--- config.mk ---
export PLATFORM = sky130hd
export DESIGN_NAME = cacheline_mem_adapter
export DESIGN_NICKNAME = d
export VERILOG_FILES = /design/src/rtl/cacheline_mem_adapter.sv
export SDC_FILE = /design/constraint.sdc
export NUM_CORES = 2
export LEC_CHECK = 0
export ABC_AREA = 1
export ABC_CLOCK_PERIOD_IN_PS = 2600
export CAP_MARGIN = 5
export CORE_MARGIN = 1.5
export CORE_UTILIZATION = 40
export DETAILED_ROUTE_END_ITERATION = 7
export PLACE_DENSITY = 0.67
export REMOVE_ABC_BUFFERS = 1
export SYNTH_ARGS = -nofsm -noshare
export SYNTH_HDL_FRONTEND = slang
export SYNTH_SLANG_ARGS = --single-unit
export TNS_END_PERCENT = 30
--- constraint.sdc ---
create_clock -name clk -period 2.6 [get_ports clk]
set_input_delay 0.52 -clock clk [delete_from_list [all_inputs] [get_ports clk]]
set_output_delay 0.52 -clock clk [all_outputs]
set_load 0.1 [all_outputs]
--- src/rtl/cacheline_mem_adapter.sv ---
// cacheline_mem_adapter: runs one cache-line read or write as a single burst on the
// physical-memory port, assembling read beats into a line or slicing a line into write beats.
// Traps conflicting requests, responder errors and response timeouts into a sticky ERROR state.
module cacheline_mem_adapter #(
  parameter int CACHE_LINE_WIDTH = 256,
  parameter int BURST_LEN        = 4,
  parameter int ADDR_WIDTH       = 32,
  parameter int TIMEOUT_CYCLES   = 1024
) (
  input  logic                                      clk,
  input  logic                                      rst,
  // upstream cache side
  input  logic                                      line_read,
  input  logic                                      line_write,
  input  logic [ADDR_WIDTH-1:0]                     line_address,
  input  logic [CACHE_LINE_WIDTH-1:0]               line_wdata,
  output logic [CACHE_LINE_WIDTH-1:0]               line_rdata,
  output logic                                      line_resp,
  output logic                                      busy,
  output logic                                      err,
  // physical-memory burst side
  output logic                                      mem_read,
  output logic                                      mem_write,
  output logic [ADDR_WIDTH-1:0]                     mem_address,
  output logic [CACHE_LINE_WIDTH/BURST_LEN-1:0]     mem_wdata,
  output logic [CACHE_LINE_WIDTH/BURST_LEN/8-1:0]   mem_byte_enable,
  input  logic [CACHE_LINE_WIDTH/BURST_LEN-1:0]     mem_rdata,
  input  logic                                      mem_resp,
  input  logic                                      pm_error
);

  localparam int BURST_WIDTH = CACHE_LINE_WIDTH / BURST_LEN;
  localparam int OFFS        = $clog2(CACHE_LINE_WIDTH / 8);
  localparam int BCW         = (BURST_LEN > 1) ? $clog2(BURST_LEN) : 1;
  localparam int TOW         = (TIMEOUT_CYCLES > 1) ? $clog2(TIMEOUT_CYCLES) : 1;
  localparam bit TO_EN       = (TIMEOUT_CYCLES != 0);

  localparam logic [BCW-1:0]        LAST_BEAT = BCW'(BURST_LEN - 1);
  localparam logic [TOW-1:0]        TO_LAST   = TOW'(TIMEOUT_CYCLES - 1);
  localparam logic [ADDR_WIDTH-1:0] OFFS_MASK = ADDR_WIDTH'((64'd1 << OFFS) - 64'd1);

  typedef enum logic [2:0] {
    S_IDLE,
    S_READ,
    S_WRITE,
    S_DONE,
    S_ERROR
  } state_t;

  state_t                      state_q;
  logic                        mem_read_q;
  logic                        mem_write_q;
  logic                        line_resp_q;
  logic                        busy_q;
  logic                        err_q;
  logic [ADDR_WIDTH-1:0]       mem_addr_q;
  logic [CACHE_LINE_WIDTH-1:0] line_rdata_q;
  logic [CACHE_LINE_WIDTH-1:0] rbuf_q;
  logic [CACHE_LINE_WIDTH-1:0] wbuf_q;
  logic [BCW-1:0]              beat_cnt_q;
  logic [TOW-1:0]              to_cnt_q;

  logic [CACHE_LINE_WIDTH-1:0] rd_line_d;
  logic [ADDR_WIDTH-1:0]       addr_aligned;
  logic                        in_burst;
  logic                        timeout_hit;
  logic                        req_conflict;
  logic                        fault_now;

  assign addr_aligned = line_address & ~OFFS_MASK;
  assign in_burst     = (state_q == S_READ) || (state_q == S_WRITE);

  // Merge the incoming beat into the partial line; only committed on the last beat
  // so line_rdata keeps the previous line stable for the whole of a new read.
  always_comb begin
    rd_line_d = rbuf_q;
    rd_line_d[beat_cnt_q*BURST_WIDTH +: BURST_WIDTH] = mem_rdata;
  end

  // Any condition that sends a live state to ERROR on this edge.
  always_comb begin
    timeout_hit  = TO_EN && in_burst && !mem_resp && (to_cnt_q == TO_LAST);
    req_conflict = (state_q == S_IDLE) && line_read && line_write;
    fault_now    = (state_q != S_ERROR) && (pm_error || timeout_hit || req_conflict);
  end

  // Write beat and strobes follow the beat counter directly so beat 0 is on the bus
  // from the first WRITE cycle; the bus is quiet in every other state.
  always_comb begin
    mem_wdata       = '0;
    mem_byte_enable = '0;
    if (state_q == S_WRITE) begin
      mem_wdata       = wbuf_q[beat_cnt_q*BURST_WIDTH +: BURST_WIDTH];
      mem_byte_enable = '1;
    end
  end

  // Main controller: state, beat/timeout counters, line buffers and registered outputs.
  always_ff @(posedge clk) begin
    if (rst) begin
      state_q      <= S_IDLE;
      mem_read_q   <= 1'b0;
      mem_write_q  <= 1'b0;
      line_resp_q  <= 1'b0;
      busy_q       <= 1'b0;
      err_q        <= 1'b0;
      mem_addr_q   <= '0;
      line_rdata_q <= '0;
      rbuf_q       <= '0;
      wbuf_q       <= '0;
      beat_cnt_q   <= '0;
      to_cnt_q     <= '0;
    end else if (fault_now) begin
      // Sticky: only rst leaves ERROR, and no completion is reported.
      state_q     <= S_ERROR;
      mem_read_q  <= 1'b0;
      mem_write_q <= 1'b0;
      line_resp_q <= 1'b0;
      busy_q      <= 1'b1;
      err_q       <= 1'b1;
    end else begin
      line_resp_q <= 1'b0;
      case (state_q)
        S_IDLE: begin
          // mem_resp is deliberately ignored here.
          to_cnt_q   <= '0;
          beat_cnt_q <= '0;
          if (line_read) begin
            state_q    <= S_READ;
            mem_read_q <= 1'b1;
            busy_q     <= 1'b1;
            mem_addr_q <= addr_aligned;
          end else if (line_write) begin
            state_q     <= S_WRITE;
            mem_write_q <= 1'b1;
            busy_q      <= 1'b1;
            mem_addr_q  <= addr_aligned;
            wbuf_q      <= line_wdata;
          end
        end

        S_READ: begin
          if (mem_resp) begin
            to_cnt_q   <= '0;
            rbuf_q     <= rd_line_d;
            beat_cnt_q <= beat_cnt_q + 1'b1;
            if (beat_cnt_q == LAST_BEAT) begin
              state_q      <= S_DONE;
              mem_read_q   <= 1'b0;
              line_resp_q  <= 1'b1;
              line_rdata_q <= rd_line_d;
            end
          end else begin
            // Gaps between beats are legal; only a gap reaching the limit is fatal.
            to_cnt_q <= to_cnt_q + 1'b1;
          end
        end

        S_WRITE: begin
          if (mem_resp) begin
            to_cnt_q   <= '0;
            beat_cnt_q <= beat_cnt_q + 1'b1;
            if (beat_cnt_q == LAST_BEAT) begin
              state_q     <= S_DONE;
              mem_write_q <= 1'b0;
              line_resp_q <= 1'b1;
            end
          end else begin
            to_cnt_q <= to_cnt_q + 1'b1;
          end
        end

        S_DONE: begin
          // Requests are not sampled here, forcing one IDLE cycle between bursts.
          state_q <= S_IDLE;
          busy_q  <= 1'b0;
        end

        default: begin
          state_q <= S_ERROR;
        end
      endcase
    end
  end

  assign line_rdata  = line_rdata_q;
  assign line_resp   = line_resp_q;
  assign busy        = busy_q;
  assign err         = err_q;
  assign mem_read    = mem_read_q;
  assign mem_write   = mem_write_q;
  assign mem_address = mem_addr_q;

endmodule

==> flow_metrics.py <==
# Generated from Yosys and OpenROAD reports
metrics = {
    "outcome": {
        "violations": "setup timing",
        "status": "finished, violations left",
    },
    "final_layout": {
        "area.sequential_sq_mm": 0.01632,
        "comb_area_sq_mm": 0.01622,
    },
    "final_timing": {
        "setup_viol": 61,
        "setup_slack_ns": -0.1370,
    },
    "global_route": {
        "track_usage_pct": 26.47,
        "grt_pass1_wl_um": 196600,
        "grt_max_degree": 153,
        "antenna_found_initial": 14,
    },
    "critical_path": {
        "reg2reg_depth": 11,
        "cp_slowest_cell": "dfxtp_4",
        "cp_common_cell": "buf_12",
    },
    "run": {
        "warnings": 46,
    },
    "synth": {
        "yosys_warnings": 0,
        "largest_area_cell": "dfxtp_1",
    },
    "die": {
        "die_w_um": 305.7,
        "row_count": 110,
    },
    "worst_hold_path": {
        "hold-path-cell-count": 2,
        "worstHoldStart": "rst",
    },
}
## power by group
group | switching, mW | leakage (nW) | internal (mW) | total, mW
Clock | 5.34 | 1.46 | 7.55 | 12.9
Combinational | 2.95 | 12.0 | 1.65 | 4.60
Sequential | 0.128 | 6.58 | 12.7 | 12.8
Total | 8.42 | 20.1 | 21.9 | 30.3
## how the worst max path moves through the flow
stage	slack, ns	end	cells after the start
floorplan	-12.34	rbuf_q[0]	5
global placement	0.05	rbuf_q[70]	11
detailed placement	0.03	rbuf_q[164]	11
CTS	-0.19	mem_wdata[53]	6
global route	-0.22	mem_wdata[34]	9
finish	-0.14	mem_wdata[55]	7
## repair_timing
item	CTS	global route
setup endpoints to repair	72	328
cloned	6	8
pin swaps	28	42
resized	64	83
setup buffers	6	5
Metal layers overlaid:
Only two layers are drawn.
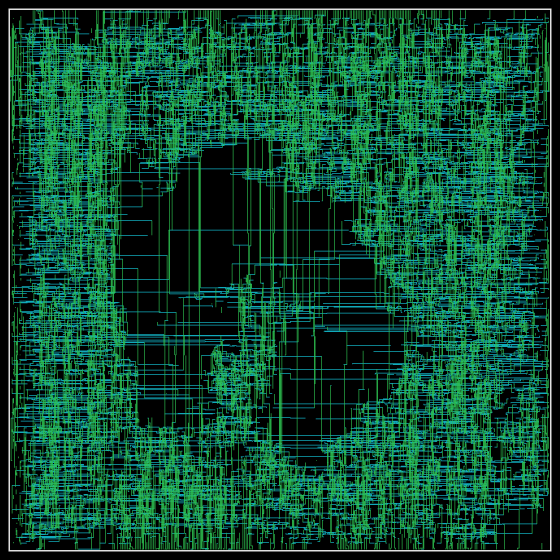
layer	colour	wire length
metal 1	cyan	53.7 mm
metal 2	green	62.2 mm

Clock routing:
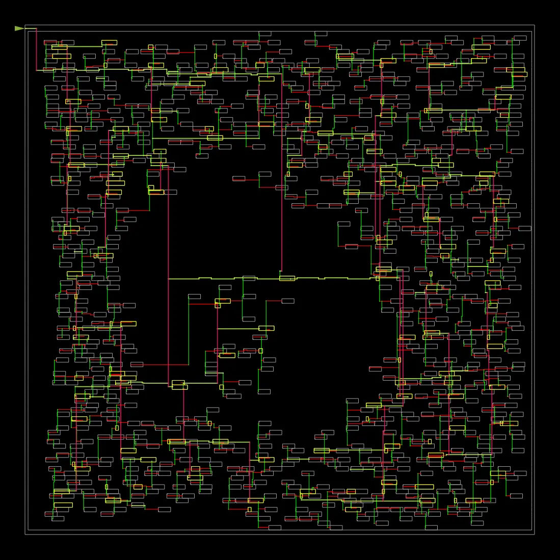
Final Skew: 0.02632 ns
clk_buf instances: 134

No activity file was given, so power comes from the tool's default toggle rates.
